===== config.mk =====
export PLATFORM = sky130hd
export DESIGN_NAME = alu_cmd_sequencer_flat
export DESIGN_NICKNAME = d
export VERILOG_FILES = /design/src/rtl/alu_cmd_sequencer_if.sv /design/src/rtl/alu_cmd_sequencer.sv /design/src/flat_wrapper.sv
export SDC_FILE = /design/constraint.sdc
export NUM_CORES = 1
export LEC_CHECK = 0
export ABC_AREA = 1
export CAP_MARGIN = 20
export CORE_AREA = 8 8 83 122
export CTS_CLUSTER_DIAMETER = 120
export CTS_CLUSTER_SIZE = 28
export DETAILED_ROUTE_END_ITERATION = 7
export DIE_AREA = 0 0 91 130
export PLACE_DENSITY = 0.61
export SLEW_MARGIN = 20
export SYNTH_ARGS = -nofsm -noshare
export SYNTH_HDL_FRONTEND = slang
export SYNTH_SLANG_ARGS = --single-unit
export TNS_END_PERCENT = 30

===== constraint.sdc =====
create_clock -name clk -period 3 [get_ports clk]
set_input_delay 0.6 -clock clk [delete_from_list [all_inputs] [get_ports clk]]
set_output_delay 0.6 -clock clk [all_outputs]
set_load 0.02 [all_outputs]

===== src/rtl/alu_cmd_sequencer_if.sv =====
// alu_cmd_sequencer_if: producer / ALU / consumer bundle for the ALU command sequencer
//   slave  : sequencer side (accepts commands, drives ALU inputs, returns results)
//   master : environment side (producer, combinational ALU, consumer)
//   err_illegal exists only when ALU_SEQ_ILLEGAL_OP_EN is defined
interface alu_cmd_sequencer_if #(parameter int DEPTH = 4, parameter int CW = 3);
  localparam int CNTW = $clog2(DEPTH) + 1;
  logic            in_valid;
  logic            in_ready;
  logic [3:0]      in_a;
  logic [3:0]      in_b;
  logic [CW-1:0]   in_op;
  logic [3:0]      alu_a;
  logic [3:0]      alu_b;
  logic [CW-1:0]   alu_control;
  logic [3:0]      alu_result;
  logic            out_valid;
  logic            out_ready;
  logic [3:0]      out_result;
  logic [CW-1:0]   out_op;
  logic            out_zero;
  logic [CNTW-1:0] count;
`ifdef ALU_SEQ_ILLEGAL_OP_EN
  logic            err_illegal;
`endif
  modport slave (
`ifdef ALU_SEQ_ILLEGAL_OP_EN
    output err_illegal,
`endif
    input  in_valid, in_a, in_b, in_op, alu_result, out_ready,
    output in_ready, alu_a, alu_b, alu_control, out_valid, out_result, out_op, out_zero, count
  );
  modport master (
`ifdef ALU_SEQ_ILLEGAL_OP_EN
    input  err_illegal,
`endif
    output in_valid, in_a, in_b, in_op, alu_result, out_ready,
    input  in_ready, alu_a, alu_b, alu_control, out_valid, out_result, out_op, out_zero, count
  );
endinterface


===== src/rtl/alu_cmd_sequencer.sv =====
// alu_cmd_sequencer: FIFO-buffered issue stage in front of a combinational 4-bit ALU
//   clk, rst : single clock, synchronous active-high reset
//   bus      : alu_cmd_sequencer_if.slave (command in, ALU drive/return, result out, count)
//   ALU_SEQ_ILLEGAL_OP_EN : when defined, opcodes above 3'b100 are dropped and flag err_illegal
module alu_cmd_sequencer #(
  parameter int DEPTH = 4,
  parameter int CW    = 3
) (
  input logic clk,
  input logic rst,
  alu_cmd_sequencer_if.slave bus
);
  localparam int AW = $clog2(DEPTH);
  localparam int EW = 8 + CW;
  typedef enum logic [1:0] {IDLE = 2'd0, VALID = 2'd1, STALL = 2'd2} state_t;
  state_t        r_state;
  logic [EW-1:0] r_mem [DEPTH];
  logic [AW-1:0] r_wp;
  logic [AW-1:0] r_rp;
  logic [AW:0]   r_count;
  logic [3:0]    r_result;
  logic [CW-1:0] r_op;
  logic          r_zero;
  logic          w_empty;
  logic          w_full;
  logic          w_valid;
  logic          w_push;
  logic          w_wr;
  logic          w_fire;
  logic [EW-1:0] w_head;
  assign w_empty = r_count == '0;
  assign w_full  = r_count == (AW+1)'(DEPTH);
  assign w_valid = r_state != IDLE;
  assign w_push  = bus.in_valid & ~w_full;
  // the output register can take a new result when it is empty or being drained this cycle
  assign w_fire  = ~w_empty & (~w_valid | bus.out_ready);
  assign w_head  = r_mem[r_rp];
`ifdef ALU_SEQ_ILLEGAL_OP_EN
  logic r_err;
  logic w_legal;
  assign w_legal         = bus.in_op <= CW'(4);
  assign w_wr            = w_push & w_legal;
  assign bus.err_illegal = r_err;
  always_ff @(posedge clk)
    if (rst) r_err <= 1'b0;
    else if (w_push & ~w_legal) r_err <= 1'b1;
`else
  assign w_wr = w_push;
`endif
  assign bus.in_ready    = ~w_full;
  // an empty FIFO parks the ALU on its default opcode, which yields zero
  assign bus.alu_a       = w_empty ? 4'd0 : w_head[EW-1 -: 4];
  assign bus.alu_b       = w_empty ? 4'd0 : w_head[CW +: 4];
  assign bus.alu_control = w_empty ? '1 : w_head[CW-1:0];
  assign bus.out_valid   = w_valid;
  assign bus.out_result  = r_result;
  assign bus.out_op      = r_op;
  assign bus.out_zero    = r_zero;
  assign bus.count       = r_count;
  always_ff @(posedge clk)
    if (w_wr) r_mem[r_wp] <= {bus.in_a, bus.in_b, bus.in_op};
  always_ff @(posedge clk) begin
    if (rst) begin
      r_state  <= IDLE;
      r_wp     <= '0;
      r_rp     <= '0;
      r_count  <= '0;
      r_result <= '0;
      r_op     <= '0;
      r_zero   <= 1'b1;
    end else begin
      r_count <= r_count + (AW+1)'(w_wr) - (AW+1)'(w_fire);
      if (w_wr) r_wp <= r_wp + 1'b1;
      if (w_fire) begin
        r_rp     <= r_rp + 1'b1;
        r_result <= bus.alu_result;
        r_op     <= w_head[CW-1:0];
        r_zero   <= bus.alu_result == 4'd0;
        r_state  <= VALID;
      end else if (w_valid) begin
        r_state  <= bus.out_ready ? IDLE : STALL;
      end
    end
  end
endmodule

===== src/flat_wrapper.sv =====
// flat-port wrapper written by rule: the top's interface ports become plain ports
module alu_cmd_sequencer_flat 
#(
  parameter int DEPTH = 4,
  parameter int CW    = 3
)
  (clk, rst, bus_in_valid, bus_in_a, bus_in_b, bus_in_op, bus_alu_result, bus_out_ready, bus_in_ready, bus_alu_a, bus_alu_b, bus_alu_control, bus_out_valid, bus_out_result, bus_out_op, bus_out_zero, bus_count);
  alu_cmd_sequencer_if #(.DEPTH(DEPTH), .CW(CW)) bus_i ();
  input logic clk;
  input logic rst;
  input wire logic [$bits(bus_i.in_valid)-1:0] bus_in_valid;
  input wire logic [$bits(bus_i.in_a)-1:0] bus_in_a;
  input wire logic [$bits(bus_i.in_b)-1:0] bus_in_b;
  input wire logic [$bits(bus_i.in_op)-1:0] bus_in_op;
  input wire logic [$bits(bus_i.alu_result)-1:0] bus_alu_result;
  input wire logic [$bits(bus_i.out_ready)-1:0] bus_out_ready;
  output wire logic [$bits(bus_i.in_ready)-1:0] bus_in_ready;
  output wire logic [$bits(bus_i.alu_a)-1:0] bus_alu_a;
  output wire logic [$bits(bus_i.alu_b)-1:0] bus_alu_b;
  output wire logic [$bits(bus_i.alu_control)-1:0] bus_alu_control;
  output wire logic [$bits(bus_i.out_valid)-1:0] bus_out_valid;
  output wire logic [$bits(bus_i.out_result)-1:0] bus_out_result;
  output wire logic [$bits(bus_i.out_op)-1:0] bus_out_op;
  output wire logic [$bits(bus_i.out_zero)-1:0] bus_out_zero;
  output wire logic [$bits(bus_i.count)-1:0] bus_count;
  assign bus_i.in_valid = bus_in_valid;
  assign bus_i.in_a = bus_in_a;
  assign bus_i.in_b = bus_in_b;
  assign bus_i.in_op = bus_in_op;
  assign bus_i.alu_result = bus_alu_result;
  assign bus_i.out_ready = bus_out_ready;
  assign bus_in_ready = bus_i.in_ready;
  assign bus_alu_a = bus_i.alu_a;
  assign bus_alu_b = bus_i.alu_b;
  assign bus_alu_control = bus_i.alu_control;
  assign bus_out_valid = bus_i.out_valid;
  assign bus_out_result = bus_i.out_result;
  assign bus_out_op = bus_i.out_op;
  assign bus_out_zero = bus_i.out_zero;
  assign bus_count = bus_i.count;
  alu_cmd_sequencer #(.DEPTH(DEPTH), .CW(CW)) u_core (.clk(clk), .rst(rst), .bus(bus_i));
endmodule

power_grid.png
Scale bar: 20 µm. Pins as bars on the die edge. Tap cells in grey.
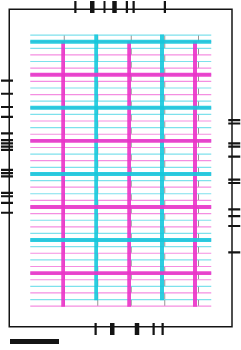
legend:
  cyan:
    net: VDD
  magenta:
    net: VSS
met5 straps: 8
rows: 41
tap cells: 107
signal pins: 43
overall die height: 130 µm
Core Region: 8310 µm²
die boundary width: 91 µm
IR Drop Worst-Case VDD: 0.460 mV

placement_by_type.png
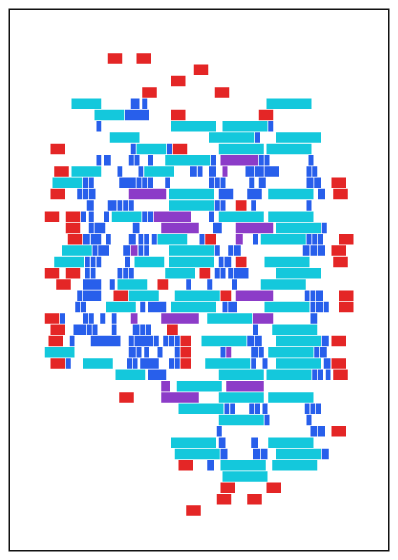
legend:
  purple:
    class: clock drivers and dummy loads
    cells: 16
  blue:
    class: combinational and other logic
    cells: 192
  red:
    class: other buffers and delay cells
    cells: 52
  cyan:
    class: flops
    cells: 63

clk_routes.png
Scale bar: 20 µm.
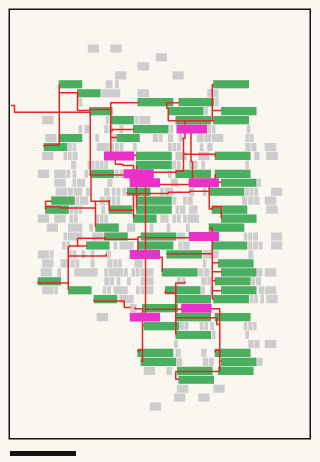
legend:
  red:
    item: clock wires
    length: 720 µm
  magenta:
    item: clock drivers
    count: 9
  green:
    item: flip-flops
    count: 63
routed clock nets: 10

wires.png
Scale bar: 20 µm. Only two layers are drawn.
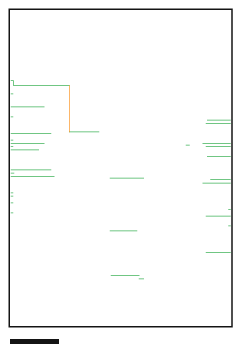
legend:
  orange:
    layer: metal 4
    wire_length: 19.0 µm
  green:
    layer: metal 3
    wire_length: 264 µm

clocks.png
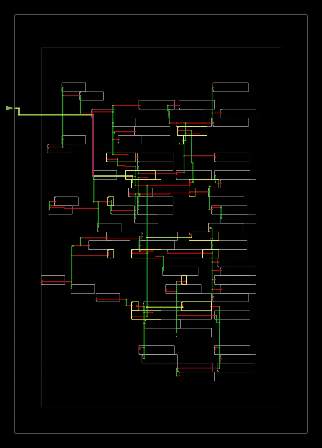
number of sequential cells: 63
clock group total power: 905 µW
worst clock skew: 0.00700 ns
clock tree buffer count of the final layout: 12

==> results.txt <==
Physical implementation

The H-tree depth is 3. The report lists the cells along the critical path as buf_4 > nor2_1 > nor2_1 > o21ai_0 > a21oi_1 > clkdlybuf4s50_1. Of the synthesized area, sequential elements account for 0.634.

Among all stages on the critical path, the largest delay is contributed by clkdlybuf4s50_1. Per the synth log, the flip-flop and latch total comes to 63. The final weighted congestion in routability-driven placement is 0.754. Among all stages on the critical path, the maximum delay recorded is 0.63 ns. The total of warnings raised by yosys is 0. Per the Yosys statistics, synthesis produced 263 cells. Gates resized during post-CTS repair numbered 0.

After floorplanning, the core was divided into 41 placement rows. The report lists the power per cell area as 1040 nW/µm². During I/O placement, the number of pins put on the boundary was approximately 43. CTS saw 63 sinks. No sink is reached through more buffers than the 2 on the longest clock path.

The floorplan step records an initial core utilization of 0.323. The post-synthesis instance area is 2680 µm². The clock tree from TritonCTS is yes. The final timing report lists a max-slew violation count of 0. The maximum operating frequency is about 0.40 GHz. The area growth from synthesis to layout is 30.9%. The final power report lists total power as 3640 µW. Ranked by total cell area, the synthesized netlist is headed by edfxtp_1, dfxtp_1, nor2_1, inv_1, nand2_1. The post-CTS setup buffer count is 0. The via count of the first global-routing pass is between 1500 and 2000. The estimated wirelength of the detail-placed design is ~3900 µm. The final sum of negative setup slack is 0 ns. The overall routing resource usage is 0.0966. The detailed router reported a total wirelength of about 5600 µm. Among logic cells in the layout, the one with the most instances is nor2_1. The remaining routing DRC violations is 0. The total global routing overflow is 0. The number of standard cells after synthesis is 263. The violation tally recorded at the end of detailed-routing iteration 0 is approximately 83. edfxtp_1 takes more of the synthesized area than any other cell. The time the final worst path needs with I/O delays and setup is 2.52 ns. The run finished with clean final reports. The critical path required time is 2.40 ns. The first global-routing pass estimated 8900 µm of wire.
-- final timing paths --
| kind | from | end | cells past startpoint |
|---|---|---|---|
| worst max-delay path | register | bus_alu_b[0] | 6 |
| worst min-delay path | u_core.bus.out_result[0] | u_core.bus.out_result[0] | 2 |
| worst max register to register | u_core.bus.count[1] | u_core.bus.count[2] | 13 |
| worst min register to register | u_core.bus.out_result[0] | u_core.bus.out_result[0] | 2 |
-- through the flow --
stage | worst slack [ns] | hold slack, ns | util
floorplan | 0.976 | 0.460 | -
detailed placement | 0.381 | 0.470 | 0.390
global route | 0.345 | 0.520 | 0.423
global placement | 0.426 | 0.478 | 0.390
CTS | 0.434 | 0.491 | 0.423
finish | 0.476 | 0.486 | 0.423
-- layer usage --
layer | routed length [µm] | global-route usage | share of wire | vias to the layer above
li1 | - | - | - | 962
met1 | 2400 | 0.0979 | 0.43 | 859
met2 | 2950 | 0.178 | 0.52 | 38
met3 | 263 | 0.0328 | 0.047 | 2
met4 | 19 | 0.0387 | 0.0034 | 0
met5 | 0 | 0 | 0 | -
-- logic make-up (layout without fill, tap and decap cells) --
group           Yosys count  count (layout)  synth area share
compound gates           29              29            0.0583
simple gates            120             120             0.194
xor+xnor                  1               1           0.00327
fa+ha+maj                 7               7            0.0354
flops                    63              63             0.634
buf+inv                  43             103            0.0751
-- critical path: cells and delay by family, from the launching register on --
kind,cells,cell delay [ns]
flops,1,0.36
simple gates,2,0.15
buf+inv,2,0.83
compound gates,2,0.27
-- synth_stat cells --
cell      count
nor2_1       65
edfxtp_1     44
inv_1        33
nand2_1      32
dfxtp_1      19
o21ai_0      17
a21oi_1      10
nand3_1       9
ha_1          6
buf_6         4
nand2_2       4
nand3_2       4
nand3b_1      3
buf_2         2
buf_4         1
clkbuf_2      1
fa_1          1
inv_2         1
inv_4         1
nand2_4       1
nor3_1        1
o21ai_1       1
o21ai_4       1
or2_2         1
xor2_1        1
-- sequential cells by signal (all words and copies together), names as in the netlist, named ones only --
| name | count |
|---|---|
| u_core.r_rp | 2 |
| u_core.r_mem | 44 |
| u_core.bus.out_zero | 1 |
| u_core.r_state | 2 |
| u_core.r_wp | 2 |
| u_core.bus.out_result | 4 |
| u_core.bus.out_op | 3 |
| u_core.bus.count | 3 |
-- area by class of cell --
type / count / area (µm²)
clock inverters: 4 / 21.3
well taps: 107 / 134
multi-input cells: 157 / 779
flip-flops and latches: 63 / 1700
inverters: 35 / 134
fillers: 828 / 4800
repair buffers: 52 / 495
clock buffers: 12 / 246
-- report_power, final --
group	total [µW]	internal (µW)	leakage, µW	switching [µW]
registers	1180	1100	0.000561	84.1
clock network	905	576	0.000137	329
logic	1550	642	0.000728	909
Power figures rest on the tool's default switching activity, not on a simulated workload.
